## src/rtl/dice_pkg.sv

```systemverilog
// dice_pkg: FSM state encoding and die face limits shared by the dice roller
// and its test environment.
package dice_pkg;

  typedef enum logic [1:0] {
    IDLE = 2'd0,
    SPIN = 2'd1,
    SLOW = 2'd2
  } state_e;

  localparam logic [2:0] FACE_MIN = 3'd1;
  localparam logic [2:0] FACE_MAX = 3'd6;

  // Any out-of-range code folds back to FACE_MIN, so 0 and 7 can never persist.
  function automatic logic [2:0] next_face(input logic [2:0] face);
    return (face >= FACE_MAX || face < FACE_MIN) ? FACE_MIN : face + 3'd1;
  endfunction

endpackage

```

## src/rtl/dice_sync.sv

```systemverilog
// dice_sync: multi-flop level synchronizer for the asynchronous roll button.
module dice_sync #(
  parameter int SYNC_STAGES = 2
) (
  input  logic clk,
  input  logic rst_n,
  input  logic d,
  output logic q
);

  logic [SYNC_STAGES-1:0] sync_q;

  always_ff @(posedge clk or negedge rst_n) begin
    if (!rst_n) begin
      sync_q <= '0;
    end else begin
      sync_q <= {sync_q[SYNC_STAGES-2:0], d};
    end
  end

  assign q = sync_q[SYNC_STAGES-1];

endmodule

```

## src/rtl/dice_roller.sv

```systemverilog
// dice_roller: push-button electronic die. Spins one face per cycle while the
// button is held, then decelerates through SLOW_STEPS progressively longer steps.
module dice_roller
  import dice_pkg::*;
#(
  parameter int SYNC_STAGES = 2,
  parameter int SLOW_STEPS  = 8,
  parameter int STEP_BASE   = 4
) (
  input  logic       clk,
  input  logic       rst_n,
  input  logic       roll_btn,
  output logic [2:0] value,
  output logic       rolling,
  output logic       done,
  output logic       face_valid
);

  // state | meaning
  // IDLE  | face held, waiting for the synchronized button
  // SPIN  | button held, face advances every cycle
  // SLOW  | decelerating, step k lasts STEP_BASE*(k+1) cycles

  localparam int CNT_MAX = STEP_BASE * SLOW_STEPS;
  localparam int CW      = $clog2(CNT_MAX + 1);
  localparam int KW      = $clog2(SLOW_STEPS + 1);

  logic          roll_s;
  state_e        state_q, state_d;
  logic [2:0]    value_q, value_d;
  logic [KW-1:0] k_q, k_d;
  logic [CW-1:0] cnt_q, cnt_d;
  logic          rolling_q, rolling_d;
  logic          done_q, done_d;
  logic          valid_q, valid_d;
  logic          step_tc;
  logic          last_step;
  logic [CW-1:0] reload;

  dice_sync #(
    .SYNC_STAGES(SYNC_STAGES)
  ) u_sync (
    .clk  (clk),
    .rst_n(rst_n),
    .d    (roll_btn),
    .q    (roll_s)
  );

  assign step_tc   = (cnt_q == CW'(1));
  assign last_step = (k_q == KW'(SLOW_STEPS - 1));
  // Length of the step that follows the one expiring now (index k+1).
  assign reload    = CW'(STEP_BASE * (int'(k_q) + 2));

  always_ff @(posedge clk or negedge rst_n) begin
    if (!rst_n) begin
      state_q   <= IDLE;
      value_q   <= FACE_MIN;
      k_q       <= '0;
      cnt_q     <= '0;
      rolling_q <= 1'b0;
      done_q    <= 1'b0;
      valid_q   <= 1'b0;
    end else begin
      state_q   <= state_d;
      value_q   <= value_d;
      k_q       <= k_d;
      cnt_q     <= cnt_d;
      rolling_q <= rolling_d;
      done_q    <= done_d;
      valid_q   <= valid_d;
    end
  end

  always_comb begin
    state_d = state_q;
    value_d = value_q;
    k_d     = k_q;
    cnt_d   = cnt_q;
    done_d  = 1'b0;
    valid_d = valid_q;

    case (state_q)
      IDLE: begin
        k_d   = '0;
        cnt_d = '0;
        if (roll_s) begin
          state_d = SPIN;
          valid_d = 1'b0;
        end
      end

      SPIN: begin
        value_d = next_face(value_q);
        if (!roll_s) begin
          state_d = SLOW;
          k_d     = '0;
          cnt_d   = CW'(STEP_BASE);
        end
      end

      SLOW: begin
        // A new press pre-empts any step expiring in the same cycle.
        if (roll_s) begin
          state_d = SPIN;
          k_d     = '0;
          cnt_d   = '0;
        end else if (step_tc) begin
          value_d = next_face(value_q);
          if (last_step) begin
            state_d = IDLE;
            k_d     = '0;
            cnt_d   = '0;
            done_d  = 1'b1;
            valid_d = 1'b1;
          end else begin
            k_d   = k_q + KW'(1);
            cnt_d = reload;
          end
        end else begin
          cnt_d = cnt_q - CW'(1);
        end
      end

      default: begin
        state_d = IDLE;
        k_d     = '0;
        cnt_d   = '0;
      end
    endcase

    rolling_d = (state_d != IDLE);
  end

  assign value      = value_q;
  assign rolling    = rolling_q;
  assign done       = done_q;
  assign face_valid = valid_q;

endmodule

```

## config.mk

```make
export PLATFORM = sky130hd
export DESIGN_NAME = dice_roller
export DESIGN_NICKNAME = d
export VERILOG_FILES = /design/src/rtl/dice_pkg.sv /design/src/rtl/dice_sync.sv /design/src/rtl/dice_roller.sv
export SDC_FILE = /design/constraint.sdc
export NUM_CORES = 1
export LEC_CHECK = 0
export CELL_PAD_IN_SITES_DETAIL_PLACEMENT = 0
export CELL_PAD_IN_SITES_GLOBAL_PLACEMENT = 2
export CORE_ASPECT_RATIO = 2
export CORE_MARGIN = 3
export CORE_UTILIZATION = 39
export CTS_CLUSTER_DIAMETER = 30
export DETAILED_ROUTE_END_ITERATION = 8
export DONT_BUFFER_PORTS = 1
export PLACE_DENSITY = 0.72
export SYNTH_ARGS = -nofsm -noshare
export SYNTH_HDL_FRONTEND = slang
export SYNTH_SLANG_ARGS = --single-unit
```

## constraint.sdc

```tcl
create_clock -name clk -period 2.2 [get_ports clk]
set_clock_uncertainty 0.05 [all_clocks]
set_input_delay 0.33 -clock clk [delete_from_list [all_inputs] [get_ports clk]]
set_output_delay 0.33 -clock clk [all_outputs]
set_load 0.005 [all_outputs]
```

**Run 1: layout detail**

Window x 15 to 45, y 6 to 36 um. Cells in gray, sequential cells in the stronger gray; small squares are vias.
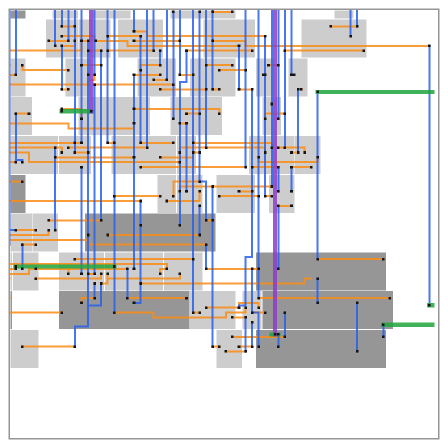
color	layer
green	met3
orange	met1
purple	met4
blue	met2
cells with their middle in the window	38
sequential cells in the window	5
most frequent	o21ai_0 (5), dfrtp_1 (5)
netlist names of flops here include	k_q (2)

**Run 1: sizing map**

Bar = 10 um.
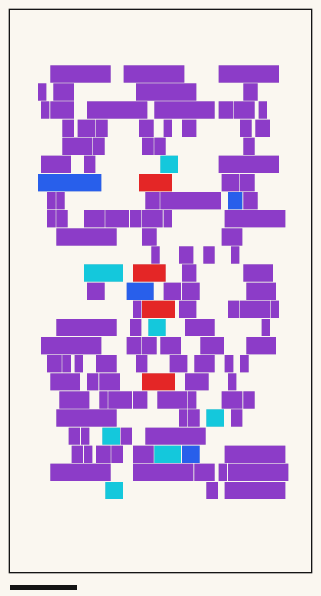
color	size	cells	share
red	drive 6 and up	4	3.1%
purple	drive 1 or less	116	89%
cyan	drive 3 to 4	7	5.3%
blue	drive 2	4	3.1%

**Run 1: routed clock nets over the placement**

Bar = 10 um.
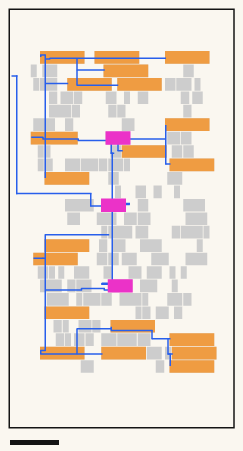
[blue] clock wires | length: 302 um
[magenta] cells driving clock nets | count: 3
[orange] flip-flops | count: 20
routed clock nets	4

==> metrics.csv, run 1 <==
stage;metric;value;unit
global_routing;Total Routing Usage GR;17.2;%
timing;Tmin final;1.93;ns
yosys;Post-synth seq share;41.9;%
die;Initial Utilization;42.2;%
yosys;number of flops mapped to enable cells by yosys;0;
hold_path;HP Class;in -> reg;
finish;Area Overhead vs Synth;10.2;%
yosys;yosys stat cell total;124;
timing;Slew HR;37.8;%
die;Die H;84.4;um
yosys;syn_nets;137;
yosys;ys async rst share;100;%
worst_setup_path;CP Data Arrival Time;2.03;ns
worst_setup_path;CP Data Required Time;2.30;ns
worst_setup_path;CP max FO;7;
global_routing;number of global-route vias before repair;989;
drt;Met1 Routed Length;1080;um
cts;clock latency on the worst-skew pair;0.26;ns
yosys;syn_area_per_cell;9.67;um2
global_routing;largest net degree at the start of global routing;21;
yosys;Yosys Chip Area;1200;um2
placed_design;number of buffers added on ports;0;
timing;Final setup viols;0;
timing;Least-Margin Pin Slew;0.930;ns
cts;clock root buffer;clkbuf_8;
finish;share of post-route cells with drive strength above 1;11.5;%
timing;fin crit share;87.8;%
cts;Clock Path Buffers;2;
timing;Hold Slack;0.0396;ns
die;# IOs;9;
flow_run;tool warnings;31;
yosys;Synth area leader;dfrtp_1;
die;chip width;45.2;um
yosys;Synth Warn #;0;
global_routing;initial antenna violation count;0;
finish;nets;145;
placed_design;GPL Wtd Cong;0.798;
drt;DR vias;938;
global_routing;first-pass GRT wire length;4810;um
flow_run;Max-cap violations;0;
worst_setup_path;startpoint types;register;
finish;Ant. Diodes;0;
timing;Max Fclk;0.517;GHz
yosys;synthesized instance count;124;
cts;number of CTS-inserted buffers;3;
placed_design;detailed placement HPWL;2200;um
outcome;status;finished, final reports clean;
die;Core Box Area;2840;um2
cts;CTS tree;built;
power_and_ir_drop;VDD IR max;0.519;mV
[run 1: cells by family after synthesis]
kind of cell	share of synthesized area, %
simple gates	18.5
compound gates	17.6
flops	41.9
buf+inv	4.49
fa+ha+maj	10.4
xor+xnor	3.65
mux	3.44
[run 1: critical path: stages, from the launching register on]
cell,delay [ns]
dfrtp_1,0.42
inv_1,0.08
ha_1,0.30
nor2b_1,0.18
a32oi_1,0.48
mux2i_1,0.24
nor2_1,0.06
[run 1: sequential cells by signal, indices dropped and copies added, names as in the netlist]
| name | flops |
|---|---|
| u_sync.sync_q | 2 |
| cnt_q | 6 |
| state_q | 2 |
| rolling | 1 |
| value | 3 |
| k_q | 4 |
| done | 1 |
| face_valid | 1 |
[run 1: area by class of cell]
cell class	instances	area (um2)
repair buffers	6	47.5
multi-input cells	91	643
flip-flops and latches	20	502
well taps	29	36.3
fillers	306	1520
clock buffers	4	55.1
inverters	10	37.5
[run 1: repair_timing]
action,in CTS,in global routing
buffers inserted,0,0
endpoints found under the setup margin,0,0
hold endpoints to repair,20,0
hold buffers,1,0
[run 1: through the flow]
stage | worst slack [ns] | instances | utilization (%) | total power, uW | cell area (um2)
3_5_place_dp | 0.260 | 155 | 44.3 | 1250 | 1260
4_1_cts | 0.253 | 160 | 46.6 | 1540 | 1320
6_report | 0.267 | 160 | 46.6 | 1530 | 1320
5_1_grt | 0.0819 | 160 | 46.6 | 1660 | 1320
3_3_place_gp | 0.293 | 155 | 44.3 | 1250 | 1260
2_1_floorplan | 0.400 | 124 | - | 1060 | 1200
[run 1: worst paths after layout]
path | from | endpoint | slack [ns] | cells after the start
worst min register to register | u_sync.sync_q[0] | u_sync.sync_q[1] | 0.31 | 0
max in group asynchronous | rst_n | k_q[2] | 0.93 | 1
worst max register to register | state_q[0] | value[1] | 0.27 | 6
min in group asynchronous | rst_n | k_q[1] | 0.60 | 1
worst min-delay path | roll_btn | u_sync.sync_q[0] | 0.04 | 0
worst max-delay path | state_q[0] | value[1] | 0.27 | 6
[run 1: power by group]
group | leakage [uW] | switching (uW) | total, uW | internal [uW]
clock | 0.0000288 | 127 | 287 | 160
sequential | 0.000263 | 106 | 558 | 452
combinational | 0.000304 | 380 | 683 | 302
total | 0.000596 | 614 | 1530 | 914
[run 1: Yosys cell counts, drive strengths merged (3+ instances only)]
cell type / number
nor2b: 4
and2: 4
nor3: 3
mux2i: 3
dfrtp: 19
nand4: 3
inv: 10
o21ai: 13
a31oi: 3
ha: 10
xnor2: 4
nor2: 5
nand2: 10
a21oi: 6
[run 1: cells in the final DEF (no fill, tap or decap), types with 3 or more instances in the layout]
master and count:
nor2_1 5, nand2_1 9, a31oi_1 3, and2_1 3, mux2i_1 3, buf_4 5, inv_1 10, a21oi_1 6
ha_1 10, clkbuf_8 4, o21ai_0 13, nand4_1 3, dfrtp_1 19, nor2b_1 4, xnor2_1 4
[run 1: layer usage]
layer  vias to the layer above  track usage [%]
met5                         -                0
met4                         0             8.27
met3                         7             2.15
met2                        17             30.1
met1                       455             19.3
li1                        459                -
**Run 1: sequential cells colored by netlist name**

Bar = 10 um.
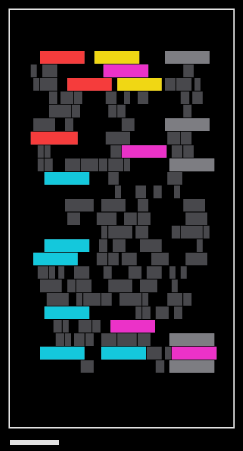

==> run 1 -> run 2 <==
- PLACE_DENSITY: 0.72 -> 0.86
**Run 2: sequential cells colored by netlist name**

Bar = 10 um.
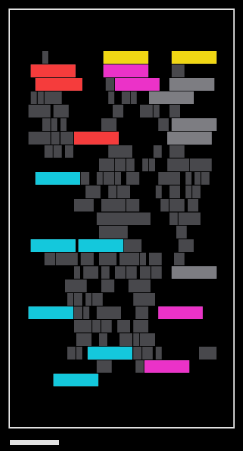
color	name in the netlist	placed flops
yellow	u_sync.sync_q	2
cyan	cnt_q	6
red	value	3
magenta	k_q	4
fin util: 46.9%
register area: 502 um2
sequential cell power: 559 uW
Seq area share: 37.7%

**Run 2: sizing map**

Bar = 10 um.
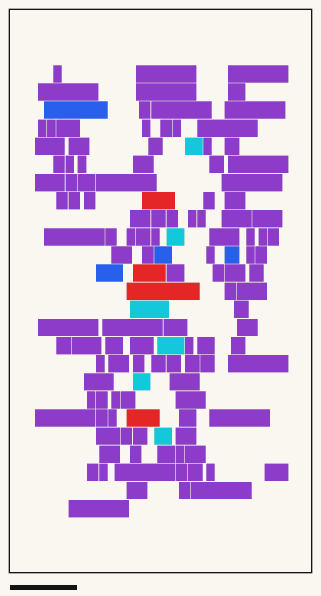
color	size	cells	share
cyan	drive 3 to 4	6	4.6%
blue	drive 2	4	3.1%
red	drive 6 and up	4	3.1%
purple	drive 1 or less	116	89%
Non-Clock Buffer Count: 5
Area Overhead vs Synth: 11.0%

==> run 2 against run 1 <==
Effect of this change:
- routed wire length decreased by 3.2%
- die area stayed put
- critical endpoint unchanged
- non-clock buffer count shrank 1
- synthesized area unchanged
- via count grew 0.85%
- synthesized cell count did not move
- critical path depth did not move
==> metrics.csv, run 2 <==
stage;metric;value;unit
power_and_ir_drop;Final Total Pwr;1590;uW
power_and_ir_drop;Sw Ratio;38.4;%
power_and_ir_drop;sequential fraction of design power;35.1;%
power_and_ir_drop;switching component of the power;611;uW
worst_setup_path;startpoint types;register;
yosys;Yosys Chip Area;1200;um2
die;chip width;45.2;um
outcome;status;finished, final reports clean;
power_and_ir_drop;Combinational Power Share;41.2;%
yosys;yosys stat cell total;124;
worst_setup_path;CP peak stage delay;0.45;ns
power_and_ir_drop;Clk pwr share;23.7;%
finish;Reg with most FFs;cnt_q;
yosys;commonest cells in the synthesized netlist;dfrtp_1, o21ai_0, ha_1, inv_1, nand2_1;
placed_design;number of buffers added on ports;0;
cts;Clock Path Buffers;2;
cts;setup bufs post-CTS;0;
worst_setup_path;CP Cell Sequence;inv_1 -> ha_1 -> nor2b_1 -> a32oi_1 -> mux2i_1 -> nor2_1;
timing;Max Fclk;0.532;GHz
worst_setup_path;Critical-path top delay cell;a32oi_1;
finish;Ant. Diodes;0;
yosys;synthesized instance count;124;
cts;clock latency on the worst-skew pair;0.27;ns
timing;Slew HR;36.7;%
global_routing;first-pass GRT wire length;4740;um
worst_setup_path;CP Buf/Inv Count;1;
yosys;syn_nets;137;
placed_design;pre-CTS setup slack;0.345;ns
yosys;syn_area_per_cell;9.67;um2
die;Die H;84.4;um
worst_setup_path;CP Data Arrival Time;1.98;ns
timing;worst setup margin;0.322;ns
cts;number of CTS-inserted buffers;3;
cts;CTS tree;built;
yosys;Synth area leader;dfrtp_1;
worst_setup_path;Crit path max-delay family;AND-OR/OR-AND gates;
power_and_ir_drop;VDD IR max;0.469;mV
[run 2: kinds of logic after synthesis]
logic type                 synth area share (%)
AOI/OAI and AO/OA                          17.6
xor gates and xnor gates                   3.65
adders and majority gates                  10.4
buffers and inverters                      4.49
DFF                                        41.9
muxes                                      3.44
and+or+nand+nor                            18.5
[run 2: cell type report]
type	count	area [um2]
Sequential cell	20	502
Fill cell	294	1510
Clock buffer	3	41.3
Inverter	10	37.5
Timing Repair Buffer	5	40.0
Multi-Input combinational cell	91	643
Clock inverter	1	30.0
Tap cell	29	36.3
[run 2: power by group through the flow]
stage                     registers (uW)  clock network, uW  logic [uW]
after global placement               564                  0         633
after floorplan                      538                  0         517
after global routing                 575                394         745
after CTS                            559                385         650
final                                559                377         655
after detailed placement             566                  0         635
[run 2: metrics by stage]
stage | cells | utilization, % | cell area [um2] | hold slack (ns)
2_1_floorplan | 124 | - | 1200 | -0.0156
6_report | 159 | 46.9 | 1330 | 0.0362
3_5_place_dp | 154 | 44.0 | 1250 | -0.0150
5_1_grt | 159 | 46.9 | 1330 | 0.0253
4_1_cts | 159 | 46.9 | 1330 | 0.0329
3_3_place_gp | 154 | 44.0 | 1250 | -0.0150
[run 2: timing repair]
item                      4_1_cts  5_1_grt
hold endpoints to repair       20        0
hold buffers                    1        0
resized                         0        0
[run 2: worst reg2reg max path, cell delays in order, from the launching register on]
cell	delay [ns]
dfrtp_1	0.41
inv_1	0.08
ha_1	0.28
nor2b_1	0.18
a32oi_1	0.45
mux2i_1	0.25
nor2_1	0.06
[run 2: per-layer routing]
| layer | vias to the layer above | track usage [%] |
|---|---|---|
| met5 | - | 0 |
| met4 | 0 | 7.47 |
| met3 | 5 | 2.15 |
| met2 | 25 | 29.2 |
| met1 | 464 | 19.2 |
| li1 | 452 | - |
[run 2: final timing paths]
kind | cells past startpoint | slack [ns] | startpoint | to
min in group asynchronous | 1 | 0.60 | rst_n | k_q[3]
min reg2reg | 0 | 0.31 | u_sync.sync_q[0] | u_sync.sync_q[1]
min | 0 | 0.04 | roll_btn | u_sync.sync_q[0]
max in group asynchronous | 1 | 0.92 | rst_n | state_q[1]
max | 6 | 0.32 | state_q[0] | value[1]
max reg2reg | 6 | 0.32 | state_q[0] | value[1]
No activity file was given, so power comes from the tool's default toggle rates.
